$ cat config.mk
export PLATFORM = sky130hd
export DESIGN_NAME = xor_descrambler
export DESIGN_NICKNAME = d
export VERILOG_FILES = /design/src/rtl/xor_descrambler_pkg.sv /design/src/rtl/xor_descrambler_lfsr4_step.sv /design/src/rtl/xor_descrambler.sv
export SDC_FILE = /design/constraint.sdc
export NUM_CORES = 1
export LEC_CHECK = 0
export CORE_ASPECT_RATIO = 0.75
export CORE_MARGIN = 2
export CORE_UTILIZATION = 43
export DETAILED_ROUTE_END_ITERATION = 7
export PLACE_DENSITY_LB_ADDON = 0.15
export SYNTH_ARGS = -nofsm -noshare
export SYNTH_HDL_FRONTEND = slang
export SYNTH_SLANG_ARGS = --single-unit
$ cat constraint.sdc
create_clock -name clk -period 3 [get_ports clk]
set_input_delay 0.3 -clock clk [delete_from_list [all_inputs] [get_ports clk]]
set_output_delay 0.3 -clock clk [all_outputs]
set_load 0.01 [all_outputs]
$ cat src/rtl/xor_descrambler_pkg.sv
// Shared types and constants for the XOR descrambler and its keystream step.
package xor_pkg;

  // Receive framing states: hunt for sync, collect the two seed nibbles, then payload.
  typedef enum logic [1:0] {
    HUNT    = 2'd0,
    SEED_HI = 2'd1,
    SEED_LO = 2'd2,
    PAYLOAD = 2'd3
  } state_t;

  // Feedback taps for x^8+x^6+x^5+x^4+1 in this shift direction: s[7]^s[5]^s[4]^s[3].
  localparam logic [7:0] LFSR_TAPS = 8'b1011_1000;

  // An all-zero state would lock the LFSR, so a zero seed is replaced by this value.
  localparam logic [7:0] ZERO_SEED_SUB = 8'hFF;

  // LFSR value after reset.
  localparam logic [7:0] LFSR_RESET = 8'hFF;

  // Replace the degenerate all-zero seed.
  function automatic logic [7:0] fix_seed(input logic [7:0] seed);
    return (seed == 8'h00) ? ZERO_SEED_SUB : seed;
  endfunction

endpackage

$ cat src/rtl/xor_descrambler_lfsr4_step.sv
// Combinational four-step advance of the 8-bit Fibonacci LFSR.
// Returns {state after 4 steps, K[3:0]} with K[3] being the first bit shifted out.
module lfsr4_step
  import xor_pkg::*;
(
  input  logic [7:0]  state_in,
  output logic [11:0] step_out
);

  logic [7:0] s;
  logic [3:0] k;

  // Step the register four times, collecting the output bit MSB-first.
  always_comb begin
    s = state_in;
    k = 4'h0;
    for (int i = 0; i < 4; i++) begin
      k = {k[2:0], s[7]};
      s = {s[6:0], ^(s & LFSR_TAPS)};
    end
    step_out = {s, k};
  end

endmodule

$ cat src/rtl/xor_descrambler.sv
// Receive-side XOR descrambler: hunts for a sync nibble, loads an 8-bit LFSR
// seed from a two-nibble header and descrambles a fixed-length payload.
// C2 = 0 turns the block into a registered pass-through.
module xor_descrambler
  import xor_pkg::*;
#(
  parameter int         FRAME_LEN = 8,
  parameter logic [3:0] SYNC      = 4'hA
)(
  input  logic       clk,
  input  logic       rst,
  input  logic       C2,
  input  logic [3:0] Z,
  input  logic       valid_in,
  output logic [3:0] A,
  output logic       valid_out,
  output logic       locked,
  output logic       frame_done
);

  localparam logic [7:0] LAST_COUNT = 8'(FRAME_LEN - 1);

  state_t     state, next_state;
  logic [7:0] lfsr, next_lfsr;
  logic [7:0] count, next_count;
  logic [3:0] seed_hi, next_seed_hi;
  logic [3:0] next_a;
  logic       next_valid;
  logic       next_done;

  logic [11:0] step_out;
  logic [7:0]  lfsr_adv;
  logic [3:0]  keystream;

  lfsr4_step u_step (
    .state_in (lfsr),
    .step_out (step_out)
  );

  assign lfsr_adv  = step_out[11:4];
  assign keystream = step_out[3:0];

  // Next-state and next-output logic; nothing advances unless a nibble is accepted.
  always_comb begin
    next_state   = state;
    next_lfsr    = lfsr;
    next_count   = count;
    next_seed_hi = seed_hi;
    next_a       = A;
    next_valid   = 1'b0;
    next_done    = 1'b0;
    if (!C2) begin
      // Bypass: straight registered copy, framing abandoned, LFSR left untouched.
      next_state = HUNT;
      next_a     = Z;
      next_valid = valid_in;
    end else if (valid_in) begin
      case (state)
        HUNT: begin
          if (Z == SYNC) begin
            next_state = SEED_HI;
          end else begin
            next_state = HUNT;
          end
        end
        SEED_HI: begin
          next_seed_hi = Z;
          next_state   = SEED_LO;
        end
        SEED_LO: begin
          next_lfsr  = fix_seed({seed_hi, Z});
          next_count = 8'd0;
          next_state = PAYLOAD;
        end
        PAYLOAD: begin
          next_a     = Z ^ keystream;
          next_valid = 1'b1;
          next_lfsr  = lfsr_adv;
          if (count == LAST_COUNT) begin
            next_state = HUNT;
            next_done  = 1'b1;
          end else begin
            next_count = count + 8'd1;
          end
        end
        default: begin
          next_state = HUNT;
        end
      endcase
    end else begin
      next_state = state;
    end
  end

  // Framing state, keystream register and payload counter.
  always_ff @(posedge clk or posedge rst) begin
    if (rst) begin
      state   <= HUNT;
      lfsr    <= LFSR_RESET;
      count   <= 8'd0;
      seed_hi <= 4'h0;
    end else begin
      state   <= next_state;
      lfsr    <= next_lfsr;
      count   <= next_count;
      seed_hi <= next_seed_hi;
    end
  end

  // Registered outputs; locked follows the state being entered so it moves on the accepting edge.
  always_ff @(posedge clk or posedge rst) begin
    if (rst) begin
      A          <= 4'h0;
      valid_out  <= 1'b0;
      locked     <= 1'b0;
      frame_done <= 1'b0;
    end else begin
      A          <= next_a;
      valid_out  <= next_valid;
      locked     <= (next_state == PAYLOAD);
      frame_done <= next_done;
    end
  end

endmodule

==> notes.md <==
Quick summary of the implementation run below.

The flow ran to the end, and the final reports show no timing, DRC or antenna violations. The number of enable flip-flop cells is 0. The final cycle utilization of the critical path is 63.4%. For reference, the top logic cell family by area is AND-OR/OR-AND gates. The cell-mix breakdown from Yosys lists the adder-cell area share as 0.820%. The final layout report lists a non-clock inverter count of 7.

After layout the signal buffers, clock cells excluded, come to 8.72% of cell area. The total iterations of the first detailed-routing run came out at 4. The standard cell with the maximum stage delay on the critical path is clkdlybuf4s50_1.

The overall overflow remaining after global route came out at 0. Per STA, the worst path is made up of clkdlybuf4s50_1 -> nand3_1 -> buf_4 -> or4_1 -> nand2_1 -> a22o_1. The overall chip area is 0.00405 mm². Buffers inserted during clock tree synthesis total 5. In the final report, the number of endpoints failing setup comes to 0.

The cell depth of the worst flop-to-flop path came out at 4. Global routing consumed, over all layers together, 17.9% of the routing resources. The average wire length per cell after detail routing came out at 15.3 µm. The global routing's busiest layer is met1. The hold buffer count at CTS is 0. The clock net sink count came out at 29. The most instantiated flip-flop cell in the synthesis netlist is dfrtp_1. The clock transition at the registers of the reported paths is 60 ps.

The non-clock buffer count in the final layout came out at 16. TritonCTS built the clock tree. The required time at the worst-slack endpoint is 3220 ps. The switching power of the nets is 0.212 mW.

STA classifies the critical path endpoint as a flip-flop. The depth of the worst hold-timing path is 2. The worst setup path is launched from a primary input. The sequential fraction of total cell area is 41.4%. The share of total power in combinational logic came out at 12.6%. After synthesis, the most frequently instantiated cells are dfrtp_1 (21), nand2_1 (19), o21ai_0 (13).

The tightest hold path in the finished design has a slack of 496 ps. The worst ir drop on vdd came out at 0.254 mV. The setup slack of the critical path after layout came out at 1100 ps. The clock tree skew after final layout came out at 2.59 ps. The share of layout cells above drive strength 1 came out at 16.8%. The most critical min-delay path falls under flip-flop to flip-flop. According to the floorplan log, the row count is 18. Per report_power, the Sequential row totals 0.439 mW. The capture point of the worst register-to-register path is recorded as count[0]. The leakage component of the power is 0.746 nW. Counting both buffers and inverters, the worst setup path holds a total of 2.

The number of resized instances in the post-cts repair step is 0. The number of cells in the design after placement came out at 205. The detailed-route DRC error count is 0. The worst slew margin relative to its limit came out at 35.4%. The sink of the worst hold path is lfsr[7]. The share of Yosys cell area claimed by the top area cell type came out at 34.4%.

The power dissipated in combinational cells came out at 0.108 mW. The top cell type in the final layout, fill and taps aside, is dfrtp_1. The number of slew-limit violations in the final report is 0. The area occupied by registers is 736 µm². The total number of cells along the worst setup path came out at 6. Per report_power, the sequential group accounts for 51.5% of the total.

The count of nets left with antenna violations once routing finished came out at 0. The portion of the layout cell area used by clock cells is 4.50%. Summing over the stages, the warning tally comes to 26. The clock root buffer master is clkbuf_8. The most critical setup path has its endpoint at count[7]. The fraction of registers with async set/reset is 100%.

The startpoint of the most critical setup path is C2. By instance count, the leading cell after synthesis is dfrtp_1. The cell area reported after detailed placement is 0.00170 mm². The tally of max-capacitance violations is 0. The number of cells produced by synthesis came out at 157. The global routing met2 resource utilization came out at 22.9%.

The via count came out at 1219. The total negative setup slack is 0 ps. Of the total synthesized cell area, the portion taken by AND-OR and OR-AND cells is 19.8%. The half-perimeter wire length after detailed placement is 2280 µm.

The number of antenna violations at the first check in global routing came out at 0. The number of global-route vias before repair came out at 1125. The per-cell via count in the routed design came out at 5.72.

The worst register-to-register path begins at count[3]. The sequential-to-total area share from yosys stat is 48.2%. The shortest clock period the worst path allows after layout came out at 1900 ps.

The standard cell core area came out at 0.00333 mm². 0 antenna diodes ended up in the layout. The clock network burns 35.8% of the power.

The count of H-tree levels built during CTS came out at 2. In the final layout, the registers with the most flip-flops are count: 8 flops, lfsr: 8 flops.
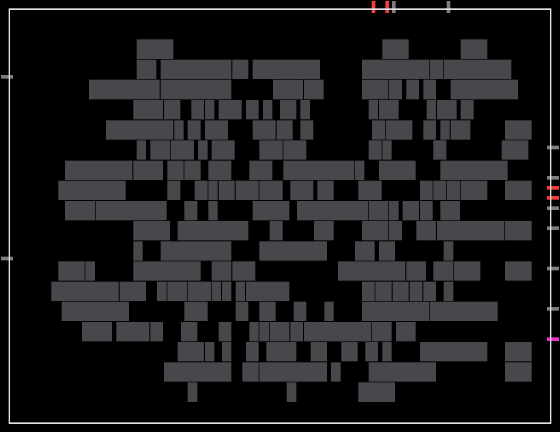
pinout.png
Pins as bars across the die edge, other pins in gray.
[red] Z | pins: 4 | direction: input | edge: 2 top, 2 right
[magenta] frame_done | pins: 1 | direction: output | edge: right
all pins by edge: 9 right, 4 top, 2 left

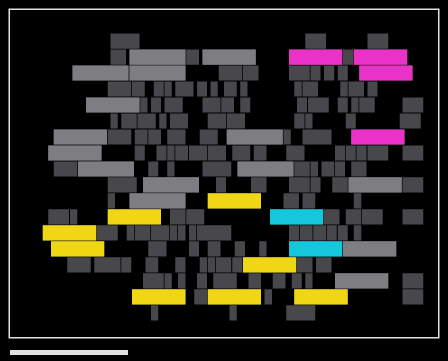
ff_map.png
Scale bar: 20 µm. Other sequential cells in the stronger gray, the rest of the logic in the fainter gray.
[yellow] count | sequential cells: 8
[cyan] state | sequential cells: 2
[magenta] A | sequential cells: 4 | where: upper right
not colored: 15

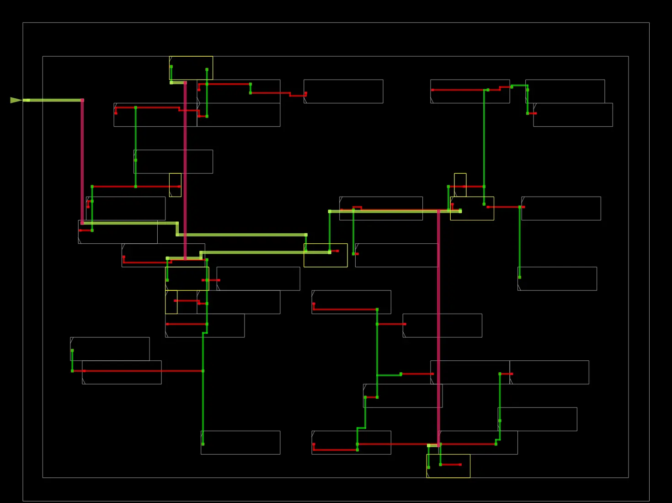
clock_nets.png
power in the clock group: 0.305 mW
layout clock buffer count: 8
Late-Pin Clk Latency: 280 ps

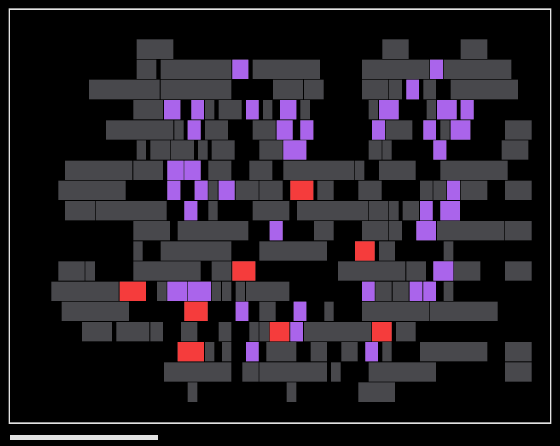
gates.png
Scale bar: 20 µm.
[red] non-inverting ao/oa cells | cells: 8
[purple] aoi and oai cells | cells: 40

Power figures rest on the tool's default switching activity, not on a simulated workload.
